## config.mk

```make
export PLATFORM = sky130hd
export DESIGN_NAME = bcd_down_timer
export DESIGN_NICKNAME = d
export VERILOG_FILES = /design/src/rtl/timer_pkg.sv /design/src/rtl/bcd_dn_digit.sv /design/src/rtl/bcd_down_timer.sv
export SDC_FILE = /design/constraint.sdc
export NUM_CORES = 1
export LEC_CHECK = 0
export CORE_ASPECT_RATIO = 1.75
export CORE_UTILIZATION = 30
export CTS_BUF_LIST = sky130_fd_sc_hd__clkbuf_4 sky130_fd_sc_hd__clkbuf_8
export CTS_CLUSTER_DIAMETER = 50
export DETAILED_ROUTE_END_ITERATION = 16
export PLACE_DENSITY = 0.65
export SLEW_MARGIN = 30
export SYNTH_ARGS = -nofsm -noshare
export SYNTH_HDL_FRONTEND = slang
export SYNTH_SLANG_ARGS = --single-unit
```

## constraint.sdc

```tcl
create_clock -name clk -period 1.92 [get_ports clk]
set_input_delay 0.384 -clock clk [delete_from_list [all_inputs] [get_ports clk]]
set_output_delay 0.384 -clock clk [all_outputs]
set_load 0.02 [all_outputs]
```

## src/rtl/timer_pkg.sv

```systemverilog
// Shared state encodings and digit limits for the BCD down timer.
package timer_pkg;
  typedef enum logic [1:0] {
    ST_IDLE  = 2'd0,
    ST_RUN   = 2'd1,
    ST_PAUSE = 2'd2,
    ST_DONE  = 2'd3
  } state_t;

  localparam int          DIGIT_W   = 4;
  localparam logic [3:0]  MAX_MOD6  = 4'd5;
  localparam logic [3:0]  MAX_MOD10 = 4'd9;
endpackage

```

## src/rtl/bcd_dn_digit.sv

```systemverilog
// One BCD down-counting digit: clamped load, wraps 0 -> MAX on decrement.
module bcd_dn_digit
  import timer_pkg::*;
#(
  parameter logic [DIGIT_W-1:0] MAX = MAX_MOD10
) (
  input  logic               clk,
  input  logic               clrn,
  input  logic               load,
  input  logic [DIGIT_W-1:0] ld_val,
  input  logic               dec,
  output logic [DIGIT_W-1:0] q,
  output logic               is_zero
);

  always_ff @(posedge clk or negedge clrn) begin
    if (!clrn)
      q <= '0;
    else if (load)
      q <= (ld_val > MAX) ? MAX : ld_val;
    else if (dec)
      q <= (q == '0) ? MAX : q - 4'd1;
  end

  assign is_zero = (q == '0);

endmodule

```

## src/rtl/bcd_down_timer.sv

```systemverilog
// Multi-digit BCD cook timer: borrow-chained digits plus run/pause/done control.
// state    | meaning
// ST_IDLE  | loaded or reset, waiting for start
// ST_RUN   | counting down on tick
// ST_PAUSE | stopped mid-count, resumes on start
// ST_DONE  | reached zero while running, waits for load
module bcd_down_timer
  import timer_pkg::*;
#(
  parameter int                    NUM_DIGITS = 4,
  parameter logic [NUM_DIGITS-1:0] MOD6_MASK  = NUM_DIGITS'(2)
) (
  input  logic                          clk,
  input  logic                          clrn,
  input  logic                          loadn,
  input  logic [DIGIT_W*NUM_DIGITS-1:0] data,
  input  logic                          tick,
  input  logic                          start,
  input  logic                          stop,
  output logic [DIGIT_W*NUM_DIGITS-1:0] digits,
  output logic                          zero,
  output logic                          running,
  output logic                          done
);

  state_t                state;
  logic [NUM_DIGITS-1:0] is_zero;
  logic [NUM_DIGITS-1:0] dec;
  logic [NUM_DIGITS:0]   lower_zero;
  logic                  count_en;
  logic                  one_left;

  // lower_zero[i]: every digit below i is zero, so digit i takes the borrow
  assign lower_zero[0] = 1'b1;
  assign count_en      = (state == ST_RUN) && tick && loadn && !stop && !zero;
  assign zero          = lower_zero[NUM_DIGITS];
  assign one_left      = (digits == (DIGIT_W*NUM_DIGITS)'(1));

  for (genvar i = 0; i < NUM_DIGITS; i++) begin : g_digit
    assign lower_zero[i+1] = lower_zero[i] & is_zero[i];
    assign dec[i]          = count_en & lower_zero[i];

    bcd_dn_digit #(
      .MAX(MOD6_MASK[i] ? MAX_MOD6 : MAX_MOD10)
    ) u_digit (
      .clk    (clk),
      .clrn   (clrn),
      .load   (!loadn),
      .ld_val (data[DIGIT_W*i +: DIGIT_W]),
      .dec    (dec[i]),
      .q      (digits[DIGIT_W*i +: DIGIT_W]),
      .is_zero(is_zero[i])
    );
  end

  always_ff @(posedge clk or negedge clrn) begin
    if (!clrn) begin
      state   <= ST_IDLE;
      running <= 1'b0;
      done    <= 1'b0;
    end else begin
      done <= 1'b0;
      if (!loadn) begin
        state   <= ST_IDLE;
        running <= 1'b0;
      end else if (stop) begin
        if (state == ST_RUN) begin
          state   <= ST_PAUSE;
          running <= 1'b0;
        end
      end else if (start && state != ST_RUN && !zero) begin
        state   <= ST_RUN;
        running <= 1'b1;
      end else if (count_en && one_left) begin
        state   <= ST_DONE;
        running <= 1'b0;
        done    <= 1'b1;
      end
    end
  end

endmodule

```

==> images/clock_nets.png <==
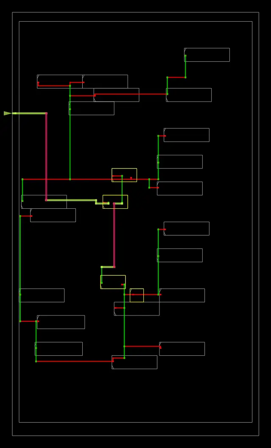
Latency at later pin: 0.26 ns
CTS sink count: 20
clk pwr: 303 uW

==> images/route_heat.png <==
(6 px per um) 10 x 17 tiles, from black (low) to pale yellow (high), scaled to the fullest tile. Values are wire area over tile area, all layers added.
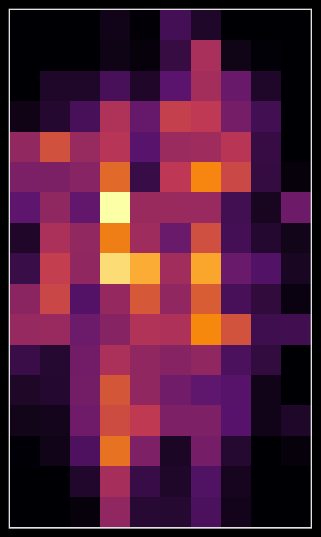
- nearly empty tiles: 19%
- tiles over half the peak: 13%
- mean over tiles: 0.15
- densest ninth of the die: middle
- fullest tile: 0.58

==> images/m3.png <==
(8 px per um)
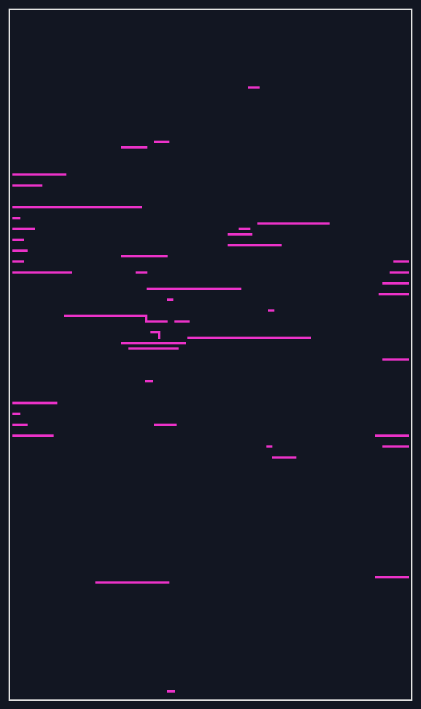
- longest straight run: 15.9 um
- main direction: horizontal
- share of all routed wire: 4.6%
- nets with wire on the layer: 37

==> flow_metrics.py <==
# Flow results
metrics = {
    "status": {
        "outcome": "finished with violations",
        "violations": "setup timing",
    },
    "logic_synthesis": {
        "common_cells": "20 x dfrtp_1, 11 x a21oi_1, 11 x nand2_1, 11 x nor2_1, 6 x o21ai_0",
    },
    "detailed_routing": {
        "top_layer_used": "met4",
        "antenna_left": 0,
        "wl_met2_um": 2260,
        "wl_met3_um": 181,
    },
    "timing": {
        "setup_violations": 1,
        "worst_pin_slew_ns": 0.433,
        "max_freq_mhz": 509,
        "hold_slack_ns": 0.458,
        "fin_ws_ns": -0.0456,
        "finalHoldViolCount": 0,
        "tns_ns": -0.0456,
        "clock-skew-final_ns": 0.00190,
    },
    "floorplanning": {
        "die_y_um": 86.2,
        "dieWidth_um": 50.1,
    },
    "cells_and_area": {
        "largest-register": "g_digit.u_digit.q",
        "clockNetworkAreaShare": 0.0236,
        "area_growth_pct": 70.4,
        "ff_count": 20,
        "largest_registers": "g_digit.u_digit.q: 16 flops, state: 2 flops",
        "layout_top_cells": "40 x buf_4, 37 x clkdlybuf4s50_1, 18 x dfrtp_1",
    },
    "critical_path": {
        "crit_family": "simple AND/OR/NAND/NOR gates",
        "start_kind": "flop",
        "arrival_ns": 1.58,
        "crit_start": "g_digit[2].u_digit.q[2]",
    },
    "grt": {
        "antenna_found_initial": 0,
        "grtUsageMet1": 0.201,
        "grtUsageTotal": 0.191,
        "grt_pass1_wl_um": 6360,
    },
    "placement": {
        "portBuffers": 40,
    },
    "power": {
        "p_int_uw": 799,
    },
}
==> images/ff_map.png <==
(6 px per um)
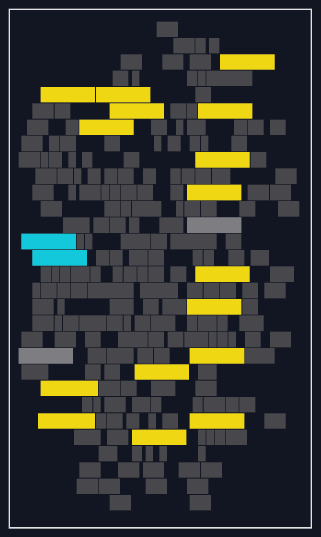
- cyan: state (sequential cells 2)
- yellow: g_digit.u_digit.q (sequential cells 16)
- not coloured: 2

==> images/sizing.png <==
(8 px per um)
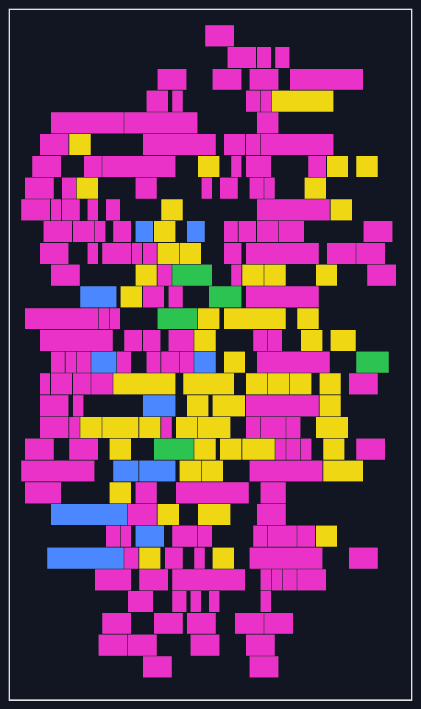
- yellow: x3 and x4 (cells 53)
- magenta: x1 and smaller (cells 144)
- blue: x2 (cells 11)
- green: x6 and larger (cells 5)

Power is estimated from default activity; no workload was simulated.
